==> run_1/layer_met1.png <==
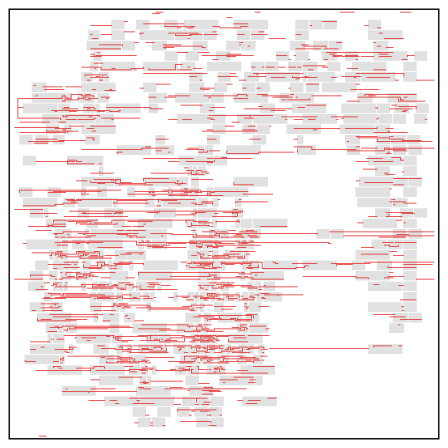
==> run_1/layer_met2.png <==
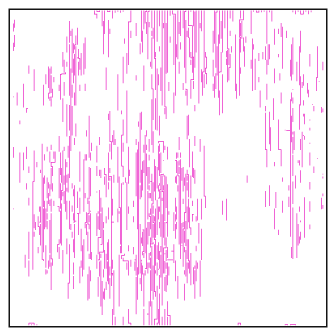
==> run_1/layer_met3.png <==
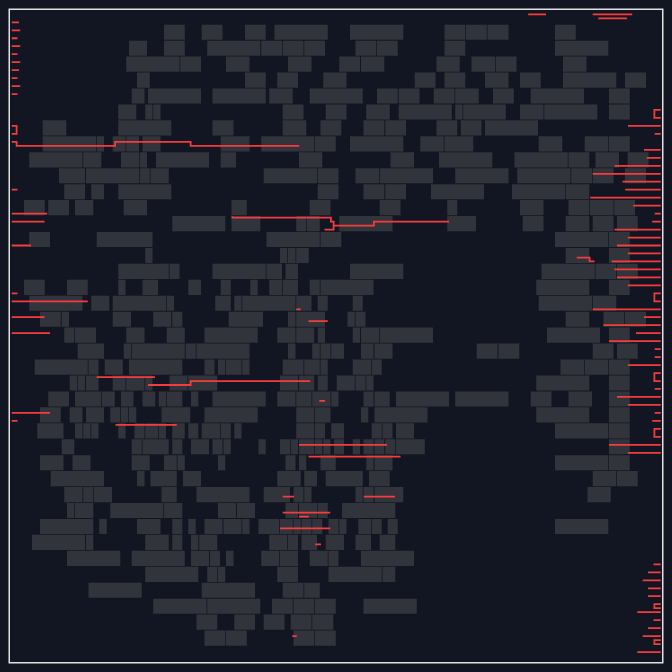
### src/rtl/frame_dump_controller_pkg.sv
// Shared definitions for the frame capture/dump path: FSM encoding and default sizes.
package frame_dump_controller_pkg;

  localparam int DEF_ADDR_W    = 9;
  localparam int DEF_DATA_W    = 32;
  localparam int DEF_MAX_WORDS = 512;

  typedef enum logic [1:0] {
    ST_IDLE      = 2'd0,
    ST_CAPTURE   = 2'd1,
    ST_DUMP_ADDR = 2'd2,
    ST_DUMP_HOLD = 2'd3
  } state_t;

endpackage

### src/rtl/frame_dump_controller.sv
// Captures one received frame into an external RAM, then replays it word by word
// over a valid/ready stream. Frames arriving while a dump is in progress are dropped.
module frame_dump_controller
  import frame_dump_controller_pkg::*;
#(
  parameter int ADDR_W    = DEF_ADDR_W,
  parameter int DATA_W    = DEF_DATA_W,
  parameter int MAX_WORDS = DEF_MAX_WORDS
) (
  input  logic              clk,
  input  logic              rst,
  input  logic              rx_dv,
  input  logic              wr_word_valid,
  input  logic [DATA_W-1:0] wr_word,
  output logic [ADDR_W-1:0] ram_addr,
  output logic              ram_wr_ena,
  output logic [DATA_W-1:0] ram_wr_data,
  input  logic [DATA_W-1:0] ram_rd_data,
  output logic [DATA_W-1:0] dump_word,
  output logic              dump_valid,
  input  logic              dump_ready,
  output logic [1:0]        state,
  output logic [ADDR_W:0]   frame_len,
  output logic              overflow,
  output logic              frame_done,
  output logic [7:0]        drop_count
);

  localparam logic [ADDR_W:0] MAX_CNT = (ADDR_W + 1)'(MAX_WORDS);
  localparam logic [ADDR_W:0] ONE     = (ADDR_W + 1)'(1);

  state_t              state_reg;
  logic [ADDR_W:0]     wr_ptr_reg;
  logic [ADDR_W:0]     rd_ptr_reg;
  logic [ADDR_W:0]     frame_len_reg;
  logic [DATA_W-1:0]   dump_word_reg;
  logic                dump_valid_reg;
  logic                overflow_reg;
  logic                frame_done_reg;
  logic [7:0]          drop_count_reg;
  logic                rx_dv_prev_reg;

  logic                wr_fire;
  logic                rx_rise;
  logic                in_dump;
  logic [ADDR_W:0]     rd_ptr_inc;

  assign wr_fire    = (state_reg == ST_CAPTURE) && wr_word_valid && (wr_ptr_reg < MAX_CNT);
  assign rx_rise    = rx_dv && !rx_dv_prev_reg;
  assign in_dump    = (state_reg == ST_DUMP_ADDR) || (state_reg == ST_DUMP_HOLD);
  assign rd_ptr_inc = rd_ptr_reg + ONE;

  // The write port is combinational so a word lands in RAM in the cycle it is offered.
  always_comb begin
    ram_addr = '0;
    case (state_reg)
      ST_CAPTURE:   ram_addr = wr_ptr_reg[ADDR_W-1:0];
      ST_DUMP_ADDR,
      ST_DUMP_HOLD: ram_addr = rd_ptr_reg[ADDR_W-1:0];
      default:      ram_addr = '0;
    endcase
  end

  assign ram_wr_ena  = wr_fire;
  assign ram_wr_data = wr_word;

  always_ff @(posedge clk or posedge rst) begin
    if (rst) begin
      state_reg      <= ST_IDLE;
      wr_ptr_reg     <= '0;
      rd_ptr_reg     <= '0;
      frame_len_reg  <= '0;
      dump_word_reg  <= '0;
      dump_valid_reg <= 1'b0;
      overflow_reg   <= 1'b0;
      frame_done_reg <= 1'b0;
      drop_count_reg <= '0;
      // Treat rx_dv as already high so a capture needs a genuine low-to-high edge.
      rx_dv_prev_reg <= 1'b1;
    end else begin
      rx_dv_prev_reg <= rx_dv;
      frame_done_reg <= 1'b0;

      if (in_dump && rx_rise && (drop_count_reg != 8'hFF))
        drop_count_reg <= drop_count_reg + 8'd1;

      case (state_reg)
        ST_IDLE: begin
          if (rx_rise) begin
            state_reg    <= ST_CAPTURE;
            wr_ptr_reg   <= '0;
            overflow_reg <= 1'b0;
          end
        end
        ST_CAPTURE: begin
          if (wr_fire)
            wr_ptr_reg <= wr_ptr_reg + ONE;
          if (wr_word_valid && (wr_ptr_reg == MAX_CNT))
            overflow_reg <= 1'b1;
          if (!rx_dv) begin
            frame_len_reg <= wr_ptr_reg + {{ADDR_W{1'b0}}, wr_fire};
            rd_ptr_reg    <= '0;
            if ((wr_ptr_reg == '0) && !wr_fire)
              state_reg <= ST_IDLE;
            else
              state_reg <= ST_DUMP_ADDR;
          end
        end
        ST_DUMP_ADDR: begin
          state_reg <= ST_DUMP_HOLD;
        end
        ST_DUMP_HOLD: begin
          // First HOLD cycle latches the RAM output; later cycles wait for the handshake.
          if (!dump_valid_reg) begin
            dump_word_reg  <= ram_rd_data;
            dump_valid_reg <= 1'b1;
          end else if (dump_ready) begin
            dump_valid_reg <= 1'b0;
            rd_ptr_reg     <= rd_ptr_inc;
            if (rd_ptr_inc == frame_len_reg) begin
              frame_done_reg <= 1'b1;
              state_reg      <= ST_IDLE;
            end else begin
              state_reg <= ST_DUMP_ADDR;
            end
          end
        end
        default: state_reg <= ST_IDLE;
      endcase
    end
  end

  assign state      = state_reg;
  assign frame_len  = frame_len_reg;
  assign dump_word  = dump_word_reg;
  assign dump_valid = dump_valid_reg;
  assign overflow   = overflow_reg;
  assign frame_done = frame_done_reg;
  assign drop_count = drop_count_reg;

endmodule

### config.mk
export PLATFORM = sky130hd
export DESIGN_NAME = frame_dump_controller
export DESIGN_NICKNAME = d
export VERILOG_FILES = /design/src/rtl/frame_dump_controller_pkg.sv /design/src/rtl/frame_dump_controller.sv
export SDC_FILE = /design/constraint.sdc
export NUM_CORES = 1
export LEC_CHECK = 0
export CAP_MARGIN = 15
export CORE_MARGIN = 2
export CORE_UTILIZATION = 35
export CTS_BUF_LIST = sky130_fd_sc_hd__clkbuf_4 sky130_fd_sc_hd__clkbuf_8
export DETAILED_ROUTE_END_ITERATION = 12
export PLACE_DENSITY = 0.67
export SYNTH_ARGS = -nofsm -noshare
export SYNTH_HDL_FRONTEND = slang
export SYNTH_SLANG_ARGS = --single-unit
### constraint.sdc
create_clock -name clk -period 3.7 [get_ports clk]
set_clock_uncertainty 0.15 [all_clocks]
set_input_delay 0.74 -clock clk [delete_from_list [all_inputs] [get_ports clk]]
set_output_delay 0.74 -clock clk [all_outputs]
set_load 0.02 [all_outputs]
==> notes.org, run 1 <==
#+TITLE: Flow metrics

** Status
- Outcome :: complete, no violations

** Critical path
- The cell family contributing the most delay on the critical path is buffers and inverters.
- Cell with the most instances on the worst path :: clkdlybuf4s50_1
- WP data arrival :: between 2 and 2.5 ns
- Of all nets on the critical path, the largest fanout is 7.
- Critical Path, Cell by Cell :: clkdlybuf4s50_1 > and4bb_2 > clkdlybuf4s50_1

** Layout
- Area fraction of clock buffers and clock inverters :: 0.03464
- Fraction of layout cells with a size suffix above 1 :: 0.1559
- In the final layout, the multi-input gates occupy 1740 µm².
- Ant. Diodes :: 0
- Across the whole layout, storage elements account for 1903 µm².
- Fraction of area in multi-input gates :: 0.3417
- Multi-In Gates :: 243

** Clock tree
- Clock buffer depth :: 2
- For reference, the clock transition at the flip-flops on the worst setup and hold paths is about 0.08 ns.
- Number of H-tree levels :: 3
- The report puts the hold buffer count at CTS at 0.
- Clk Latency, worst-skew pair :: 0.35 ns
- Post-cts gate resize count :: 0
- Post-CTS Setup Repair Bufs :: 0

** Floorplan
- The report lists the number of standard-cell rows as 39.
- Overall die area :: 12370 µm²
- The floorplan step records an initial core utilization of 0.3555.

** Logic synthesis
- Mux cell area share :: 0.1007
- The area fraction of the largest cell type after synthesis is 0.4663.
- Synth Seq Share :: 0.4728
- In this run, the synthesized area fraction spent on adder and majority cells is recorded as 0.01865.
- In the synthesized netlist, the number of instances is 380.
- Yosys shows that the main logic family after synthesis is simple AND/OR/NAND/NOR gates.
- The synthesized netlist was found by Yosys to have about 380 cells.
- Simple-gate portion of the synthesized area :: 0.1498

** Timing
- The worst path meets setup with about 0.64 ns of slack.
- Subtracting the final worst setup slack from the clock period gives between 3 and 4 ns.
- On the final layout, the worst hold slack is 0.3428 ns.
- Pin slew with the least headroom to its limit :: 0.7433 ns

** Flow run
- Warnings raised by the tools during the run amount to 27.

** Power
- Of the total power, registers draw 0.355.
- The script extracted a net switching power of 1.624 mW.
- Part of the total power dissipated in combinational logic :: 0.503
- Overall power of the completed layout :: 4.075 mW
- Summed over all cells, the static leakage comes to between 2 and 2.5 nW.

** GRT
- Total global routing overflow :: 0

** Placed design
- Final weighted congestion in routability-driven placement :: 0.8116
- Pre-CTS worst setup slack :: 0.6467 ns

** Min path
- In this run the worst hold path is classified as flop to flop.

** Drt
- The iteration count recorded for the first detailed-route pass is 4.
- In the final routed layout, each cell accounts on average for 15.98 µm.
- DR iter-0 viols :: 169
Notes on layer_met1.png above:
The longest straight run is 45.1 µm. 424 nets have wire on it.
grt met1 use: 0.1912
final wirelength: 9462 µm
via count: 3021

Notes on layer_met2.png above:
The layer holds 51% of the routed length. The wires run mostly vertical.
met2 capacity usage during global routing: 0.2764

Notes on layer_met3.png above:
76 nets have wire on it. The wires run mostly horizontal. The layer holds 5.3% of the routed length. The longest straight run is 20.2 µm. The layer carries 498 µm of wire.
met3 Use GR: 0.03937

## run 1: path summary, 6_finish.rpt
| check | startpoint | to | slack [ns] |
|---|---|---|---|
| min | drop_count[7] | drop_count[7] | 0.34 |
| max reg2reg | rd_ptr_reg[0] | frame_done | 1.29 |
| max in group asynchronous | rst | rx_dv_prev_reg | 2.40 |
| min reg2reg | drop_count[7] | drop_count[7] | 0.34 |
| max | wr_word_valid | ram_wr_ena | 0.64 |
| min in group asynchronous | rst | dump_word[7] | 0.63 |
## run 1: synthesized netlist by cell type (all sizes together), types with 7 or more instances
cell and n:
nand3 14, nand4 9, mux2 36, clkbuf 10, nand2 22, a22o 8
nor2 34, buf 44, dfrtp 75, a21oi 12, inv 7, xnor2 20
xor2 15, o21ai 20
==> run_1/congestion.png <==
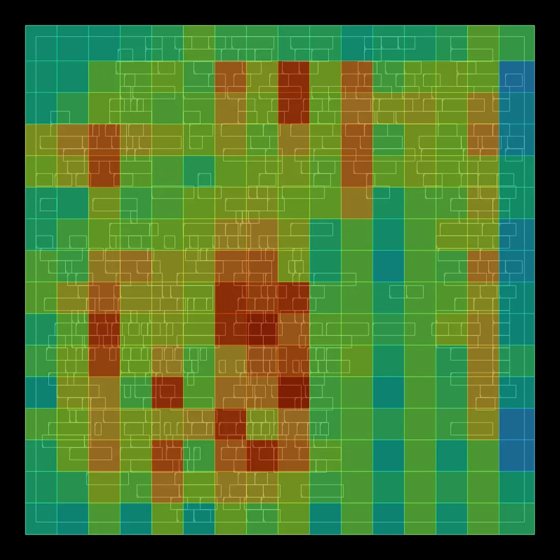

==> run 1 -> run 2 <==
Clock period 3.7 ns to 3 ns, I/O delays scaled along.
==> run_2/congestion.png <==
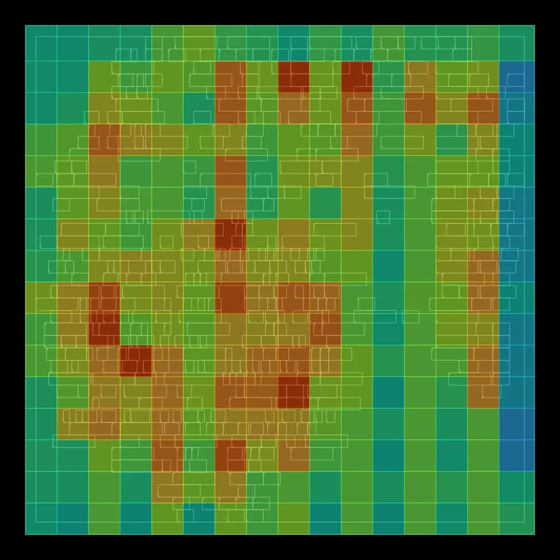
grt met1 use: 0.1866
met3 Use GR: 0.04046
busiest grt layer: met2
met2 capacity usage during global routing: 0.2585

==> run 2 against run 1 <==
Combinational power grew 23%. Worst setup slack lost 0.43 ns. Highest routed layer unchanged. Final cell count up 0.51%. Synthesized cell count did not move.
==> notes.org, run 2 <==
#+TITLE: Flow metrics

** Min path
- The most critical min-delay path falls under flop to flop.
- Worst min-delay path endpoint :: drop_count[7]

** Critical path
- Critical Path, Cell by Cell :: buf_4 > and4bb_2 > clkdlybuf4s50_1
- In this run the critical register-to-register path is launched from rd_ptr_reg[0].
- Critical Path Fanout Max :: 7
- OpenSTA lists the critical path startpoint as state[1].
- CP endpoint :: ram_wr_ena
- Worst reg-to-reg setup slack :: 0.64 ns
- Per the timing report, the most critical flop-to-flop path finishes at frame_done.

** Clock tree
- Looking at the worst setup and hold paths, the clock pins of their registers show a slew of ~0.080 ns.
- CTS built an H-tree with a depth of 3.
- Buffers inserted to repair hold after CTS numbered 0.
- The later pin in the worst-skew pair is clocked with a latency of 0.35 ns.
- Post-CTS repair ended up resizing 0 cells.
- Per the repair_timing log after CTS, setup buffers inserted total 0.

** Timing
- Pin slew with the least headroom to its limit :: 0.7431 ns
- On the final layout, the worst hold slack is ~0.35 ns.
- Final Worst Setup Slack :: 0.2101 ns

** Drt
- Via count :: 3028
- For this run, the detailed router's first-pass iteration total came to 4.
- DR iter-0 viols :: 160

** Logic synthesis
- For this run the top cell type by instance count after synthesis was dfrtp_1.
- Per the Yosys statistics, synthesis produced 380 cells.
- Commonest cells in the synthesized netlist :: dfrtp_1 (75), mux2_2 (35), buf_4 (34), nor2_1 (34), nand2_1 (21)
- The area fraction of the largest cell type after synthesis is 0.4663.
- Synth Seq Share :: 0.4728

** Layout
- Of the cells placed in the final design, the portion with a size suffix greater than 1 is 0.1615.
- At the end of the flow, the number of nets in the layout was approximately 520.

** Power
- Part of the total power dissipated in combinational logic :: 0.470
- The leakage component of the power was reported as around 2.1 nW.
- For this design the total switching power over the nets is 2.013 mW.
- Overall power of the completed layout :: 5.371 mW

** GRT
- Antenna violations before repair :: 0
- The total overflow left after global routing is 0.

** Floorplan
- Num rows :: 39
- Pre-placement core utilization :: 0.3555
- Overall die area :: 12370 µm²

** Placed design
- Per the post-place timing report, worst setup slack is 0.2381 ns.
- Final weighted congestion in routability-driven placement :: 0.8466

** Flow run
- The tool warning count for the run is 27.

** Status
- The run finished with clean final reports.
run 2: cell counts after synthesis:
No cell type changed its count.
run 2: area by class of cell:
cell class                 count  area [µm²]
fill                        1101        6112
sequential                    76        1903
multi-input combinational    243        1740
timing repair buffer         110        1091
tap                          143       178.9
clock inverter                 7       145.1
clock buffer                   9       123.9
inverter                       7       26.28
run 2: logic make-up (layout without fill, tap and decap cells):
logic type | Yosys count | count (layout) | share of synthesized area
fa+ha+maj | 6 | 6 | 0.01865
flops | 76 | 76 | 0.4728
mux | 36 | 36 | 0.1007
xor+xnor | 35 | 35 | 0.07803
simple gates | 112 | 112 | 0.1498
compound gates | 54 | 54 | 0.08518
buf+inv | 61 | 133 | 0.09481
==> run_2/layer_met1.png <==
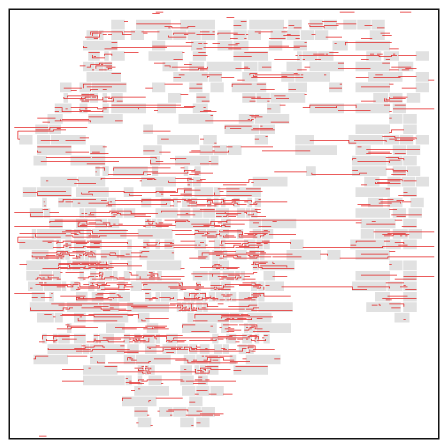

==> run 2 -> run 3 <==
Settings changed: RECOVER_POWER from default to 50.
==> run_3/layer_met1.png <==
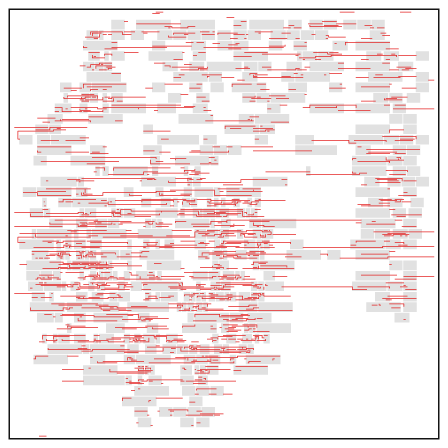
The longest straight run is 35.0 µm. The layer holds 43% of the routed length. 439 nets have wire on it. The wires run mostly horizontal.
final wirelength: 9313 µm
via count: 3053

==> run 3 against run 2 <==
Cell area fell by 0.79%. Wire length rose by 0.17%. Critical path depth did not move. Register-to-register slack improved by 0.03 ns. Worst setup slack improved by 0.014 ns. Sequential power barely moved. Maximum frequency rose by 0.49%. Worst hold slack did not move. Non-clock buffer count did not move. Largest power group unchanged.
==> notes.org, run 3 <==
#+TITLE: Flow metrics

** Status
- The flow ran to the end, and the final reports show no timing, DRC or antenna violations.

** Layout
- By area, registers come first.
- Area fraction of clock buffers and clock inverters :: 0.05206
- The net count of the finished layout is ~520.
- Comb area :: approximately 1700 µm²
- Fraction of layout cells with a size suffix above 1 :: 0.1482
- Clock buffer cells :: 9
- Multi-input logic gates represent a cell area share of 0.3339.
- The number of antenna diodes in the final layout is 0.
- Sequential fraction of total cell area :: 0.3683
- Flop Count :: approximately 76

** Critical path
- WP data arrival :: 2.03 ns
- For the worst reg-to-reg path, the startpoint reported by OpenROAD is rd_ptr_reg[0].
- The most critical setup path has its endpoint at ram_wr_ena.
- STA reports a reg2reg setup slack of 0.67 ns.
- In this run the critical register-to-register path is captured at frame_done.
- In this run the worst setup path begins at state[1].
- Critical Path, Cell by Cell :: buf_4 > and4bb_2 > clkdlybuf4s50_1
- Critical Path Fanout Max :: 7

** Min path
- For hold timing, the worst endpoint is drop_count[7].

** Logic synthesis
- Most used standard cell by instance count after synthesis :: dfrtp_1
- AND-OR/OR-AND Cells, Area Fraction :: 0.08517
- The area fraction of the largest cell type after synthesis is 0.4663.
- Adder Area Share :: 0.01865
- Mux cell area share :: 0.1007
- Counting instances in the post-synthesis netlist gives the leading cell types as dfrtp_1 (75), mux2_2 (35), buf_4 (34), nor2_1 (34), nand2_1 (21).

** Drt
- Before antenna repair, the detailed router went through 5 iterations.
- DR iter-0 viols :: 186
- Post-DR wirelength/cell :: 15.65 µm

** Clock tree
- Post-CTS Setup Repair Bufs :: 0
- Clock slew at the register clock pins of the worst setup and hold paths :: roughly 0.080 ns

** Floorplan
- Pre-placement core utilization :: 0.3555
- For this floorplan the total number of well-tap instances is about 140.

** Power
- Summing internal, switching and leakage power gives 5.356 mW.
- Part of the power in registers :: 0.337
- In this run the power spent charging and discharging nets is 2.006 mW.

** Timing
- Final hold analysis gives a worst-case slack of 0.3473 ns.
- Pin slew with the least headroom to its limit :: 1.340 ns

** Flow run
- The stage logs contain a warning count of 27.

** GRT
- For met2 alone, demand over resource in global routing was 0.2585.
- Total global routing overflow :: 0
- The layer flagged by global routing as most heavily used is met2.
- Grt met1 use :: 0.1866

** Placed design
- Final weighted congestion in routability-driven placement :: 0.8466
==> run 3: cell count changes in the layout (fill, tap and decap cells not counted), moves of 2 or more <==
cell / change
clkdlybuf4s50_1: -2
buf_4: -3
dlygate4sd3_1: +2
clkbuf_1: +3
==> run 3: through the flow <==
step                      instances  area [µm²]  worst slack, ns
after CTS                       595        5209           0.1876
after global placement          579        4940           0.2541
final                           595        5167           0.2238
after detailed placement        579        4940           0.2381
after global routing            595        5167           0.1380
after floorplan                 380        4025           0.3133
==> run 3: routing by layer <==
metal  vias to the layer above  wire, µm
met1                      1498      3973
met5                         -         0
met3                        27       571
met2                       108      4622
met4                         0       146
li1                       1420         -
No activity file was given, so power comes from the tool's default toggle rates.
